closeup.png
Region (272, 272) to (312, 312) um. Cells in gray, sequential cells in the stronger gray; small squares are vias.
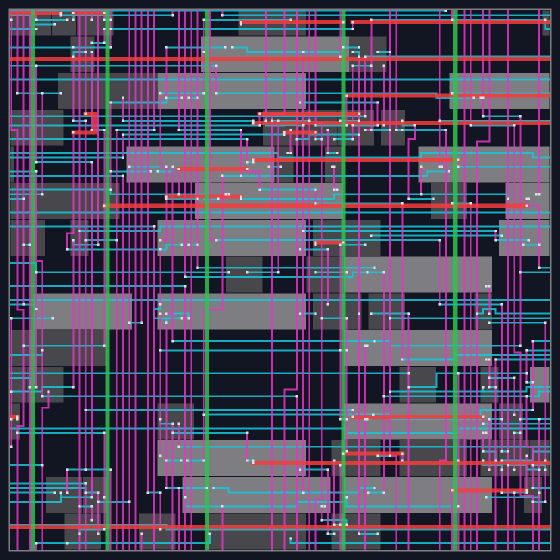
pinout.png
Pins as bars across the die edge, other pins in gray.
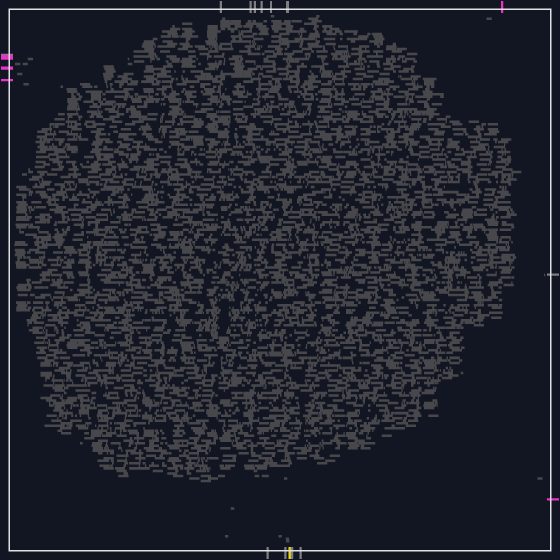
m2.png
(1 px per um) Cells faint in the background.
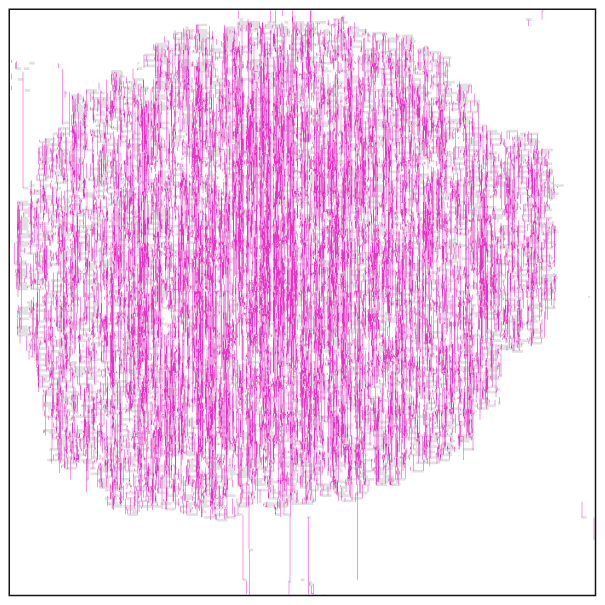
**config.mk**
```make
export PLATFORM = sky130hd
export DESIGN_NAME = vc_bus_responder
export DESIGN_NICKNAME = d
export VERILOG_FILES = /design/src/rtl/vc_bus_responder.sv
export SDC_FILE = /design/constraint.sdc
export NUM_CORES = 2
export LEC_CHECK = 0
export CAP_MARGIN = 10
export CORE_MARGIN = 4
export CORE_UTILIZATION = 25
export CTS_BUF_LIST = sky130_fd_sc_hd__clkbuf_4 sky130_fd_sc_hd__clkbuf_8
export CTS_CLUSTER_DIAMETER = 60
export DETAILED_ROUTE_END_ITERATION = 12
export GPL_TIMING_DRIVEN = 1
export MAX_ROUTING_LAYER = met4
export PLACE_DENSITY = 0.4
export SLEW_MARGIN = 20
export SYNTH_ARGS = -nofsm -noshare
export SYNTH_HDL_FRONTEND = slang
export SYNTH_SLANG_ARGS = --single-unit
```
**constraint.sdc**
```tcl
create_clock -name clk -period 4.1 [get_ports clk]
set_input_delay 1.23 -clock clk [delete_from_list [all_inputs] [get_ports clk]]
set_output_delay 1.23 -clock clk [all_outputs]
set_load 0.005 [all_outputs]
```
**src/rtl/vc_bus_responder.sv**
```systemverilog
// Target side of the vc core's byte-wide memory bus: parses cmd/addr/data frames and serves reads from a local byte RAM.
// Optional build macro VC_BUS_RESPONDER_RANGE_CHECK_EN flags addresses above the backing memory and raises err.
module vc_bus_responder #(
  parameter int PA         = 24,
  parameter int MEM_AW     = 8,
  parameter int RD_LATENCY = 2
) (
  input  logic       clk,
  input  logic       reset,
  input  logic [7:0] bus_in,
  input  logic       bus_req,
  output logic [7:0] bus_out,
  output logic       bus_oe,
  output logic       bus_rdy,
  output logic       busy,
  output logic       err
);

  typedef enum logic [2:0] {
    IDLE, ADDR2, ADDR1, ADDR0, WDATA, WEND, RWAIT, RDATA
  } state_t;

  state_t         state, next_state;
  logic           is_write;
  logic           size;
  logic           bytes_left;
  logic [3:0]     lat_cnt;
  logic [PA-1:0]  addr;
  logic [PA-1:0]  cur_addr;
  logic           emit;
  logic           frame_oor;
  logic [7:0]     rd_byte;
  logic           oe_d, rdy_d, busy_d;
  logic [7:0]     mem [0:(1<<MEM_AW)-1];

  // In ADDR0 the low address byte is still on the bus, so the full address is assembled on the fly
  assign cur_addr = (state == ADDR0) ? {addr[PA-9:0], bus_in} : addr;
  assign emit     = (next_state == RDATA);

  always_ff @(posedge clk) begin
    if (reset) state <= IDLE;
    else       state <= next_state;
  end

  always_comb begin
    next_state = state;
    case (state)
      IDLE:  if (bus_req) next_state = ADDR2;
      ADDR2: next_state = bus_req ? ADDR1 : IDLE;
      ADDR1: next_state = bus_req ? ADDR0 : IDLE;
      ADDR0: begin
        if (!bus_req)             next_state = IDLE;
        else if (is_write)        next_state = WDATA;
        else if (RD_LATENCY == 0) next_state = RDATA;
        else                      next_state = RWAIT;
      end
      WDATA: begin
        if (!bus_req)                next_state = IDLE;
        else if (bytes_left == 1'b0) next_state = WEND;
      end
      WEND:  if (!bus_req) next_state = IDLE;
      RWAIT: if (lat_cnt <= 4'd1) next_state = RDATA;
      RDATA: if (bytes_left == 1'b0) next_state = IDLE;
      default: next_state = IDLE;
    endcase
  end

  always_comb begin
    oe_d    = emit;
    rdy_d   = emit;
    busy_d  = (next_state != IDLE);
    rd_byte = frame_oor ? 8'hFF : mem[cur_addr[MEM_AW-1:0]];
  end

  // Data bytes are fetched one cycle ahead so bus_out is registered while bus_rdy is high
  always_ff @(posedge clk) begin
    if (reset) begin
      is_write   <= 1'b0;
      size       <= 1'b0;
      bytes_left <= 1'b0;
      lat_cnt    <= 4'd0;
      addr       <= '0;
      bus_out    <= 8'h00;
      bus_oe     <= 1'b0;
      bus_rdy    <= 1'b0;
      busy       <= 1'b0;
    end else begin
      bus_oe  <= oe_d;
      bus_rdy <= rdy_d;
      busy    <= busy_d;
      bus_out <= emit ? rd_byte : 8'h00;
      case (state)
        IDLE: if (bus_req) begin
          is_write <= bus_in[7];
          size     <= bus_in[0];
        end
        ADDR2: if (bus_req) addr <= PA'(bus_in);
        ADDR1: if (bus_req) addr <= {addr[PA-9:0], bus_in};
        ADDR0: if (bus_req) begin
          addr       <= cur_addr;
          bytes_left <= size;
          lat_cnt    <= 4'(RD_LATENCY);
        end
        WDATA: if (bus_req) begin
          addr <= addr + PA'(1);
          if (bytes_left != 1'b0) bytes_left <= bytes_left - 1'b1;
        end
        RWAIT: lat_cnt <= lat_cnt - 4'd1;
        default: ;
      endcase
      if (emit) begin
        addr <= cur_addr + PA'(1);
        if (state == RDATA && bytes_left != 1'b0) bytes_left <= bytes_left - 1'b1;
      end
    end
  end

  // Memory contents are deliberately left out of reset
  always_ff @(posedge clk) begin
    if (!reset && state == WDATA && bus_req && !frame_oor)
      mem[addr[MEM_AW-1:0]] <= bus_in;
  end

`ifdef VC_BUS_RESPONDER_RANGE_CHECK_EN
  logic oor_q, err_q, hi_nz;

  assign hi_nz     = (cur_addr >> MEM_AW) != '0;
  assign frame_oor = (state == ADDR0) ? hi_nz : oor_q;
  assign err       = err_q;

  always_ff @(posedge clk) begin
    if (reset) begin
      oor_q <= 1'b0;
      err_q <= 1'b0;
    end else if (state == IDLE && bus_req) begin
      oor_q <= 1'b0;
      err_q <= 1'b0;
    end else if (state == ADDR0 && bus_req) begin
      oor_q <= hi_nz;
      err_q <= hi_nz;
    end
  end
`else
  assign frame_oor = 1'b0;
  assign err       = 1'b0;
`endif

endmodule

```
==> flow_summary.ini <==
; yosys + openroad results
[grt]
grtUsageMet1 = 0.261
track_usage = 0.191
met3_usage = 0.0250

[setup_path]
r2r-end = bus_out[3]
r2r_start = state[1]
cp.buffers_inverters = 7
worst_setup_path_start_kind = flop
critPathMaxFanout = 19

[power_and_ir_drop]
sequentialPower_uw = 23300
combPwrFrac = 0.073
finalPower_uw = 45500
clockPowerShare = 0.413
powerDensity_nw_per_um2 = 441

[sta]
worst_slack_ns = 0.0610
fmax_ghz = 0.248
finalCriticalPeriod_ns = 4.04
finalMaxSlewViolations = 0
setup-violations-final = 0

[logic_synthesis]
ys_sh_aoi = 0.0564
yosys_area_um2 = 83200

[clocking]
cts-buffers-inserted = 371

[floorplanning]
rows = 211

[final_layout]
final_common_cell = edfxtp_1

[place]
dp.cells = 10713

[status]
outcome = finished clean
Back to the opening pictures, closeup.png:
legend:
  red:
    layer: M3
  magenta:
    layer: M2
  cyan:
    layer: M1
  green:
    layer: M4
sequential cells in the window: 15
cells with their middle in the window: 57
netlist names of flops here include: mem (14), addr (1)
most frequent: edfxtp_1 (14), buf_4 (6), nand2_1 (5)

Back to the opening pictures, pinout.png:
legend:
  yellow:
    port: bus_oe
    pins: 1
    direction: output
    edge: bottom
  magenta:
    port: bus_in
    pins: 8
    direction: input
    edge: 6 left, 1 top, 1 right
all pins by edge: 8 top, 7 left, 6 bottom, 2 right

Back to the opening pictures, m2.png:
share of all routed wire: 46%
main direction: vertical

worst max path at each step:
stage	endpoint	slack (ns)	cells after the start
6_report	bus_out[3]	0.06	14
5_1_grt	bus_out[3]	0.004	14
4_1_cts	bus_out[2]	0.13	15
3_5_place_dp	bus_out[3]	-0.87	13
3_3_place_gp	bus_out[5]	-1.19	11
2_1_floorplan	bus_out[5]	0.67	13
synthesized netlist by cell type (4+ instances only):
| cell | number |
|---|---|
| edfxtp_1 | 2048 |
| nand2_1 | 1178 |
| nand3_1 | 462 |
| mux2i_1 | 350 |
| nor2_1 | 329 |
| buf_2 | 155 |
| clkbuf_1 | 148 |
| a211oi_1 | 125 |
| a31oi_1 | 111 |
| a21oi_1 | 95 |
| nand4_1 | 86 |
| mux4_2 | 70 |
| inv_1 | 68 |
| a32oi_1 | 47 |
| buf_1 | 39 |
| o21ai_0 | 38 |
| o2111ai_1 | 36 |
| buf_4 | 34 |
| a221oi_1 | 33 |
| nor3_1 | 32 |
| a22oi_1 | 30 |
| dfxtp_1 | 28 |
| o211ai_1 | 21 |
| a2111oi_0 | 20 |
| a311oi_1 | 17 |
| nor4_1 | 11 |
| o22ai_1 | 11 |
| a41oi_1 | 10 |
| o221ai_1 | 10 |
| mux2_2 | 8 |
| o31ai_1 | 8 |
| xnor2_1 | 8 |
| ha_1 | 7 |
| nor2b_1 | 7 |
| o32ai_1 | 7 |
| nand2b_1 | 6 |
| and2_1 | 5 |
| o41ai_1 | 5 |
| a22o_1 | 4 |
| and2_0 | 4 |
| buf_6 | 4 |
final cells by class:
cell class	count	area share
well taps	4366	0.0530
diodes	2	0.0000486
flip-flops and latches	2076	0.603
inverters	70	0.00287
clock buffers	512	0.0603
multi-input cells	3237	0.187
repair buffers	967	0.0860
clock inverters	140	0.00781
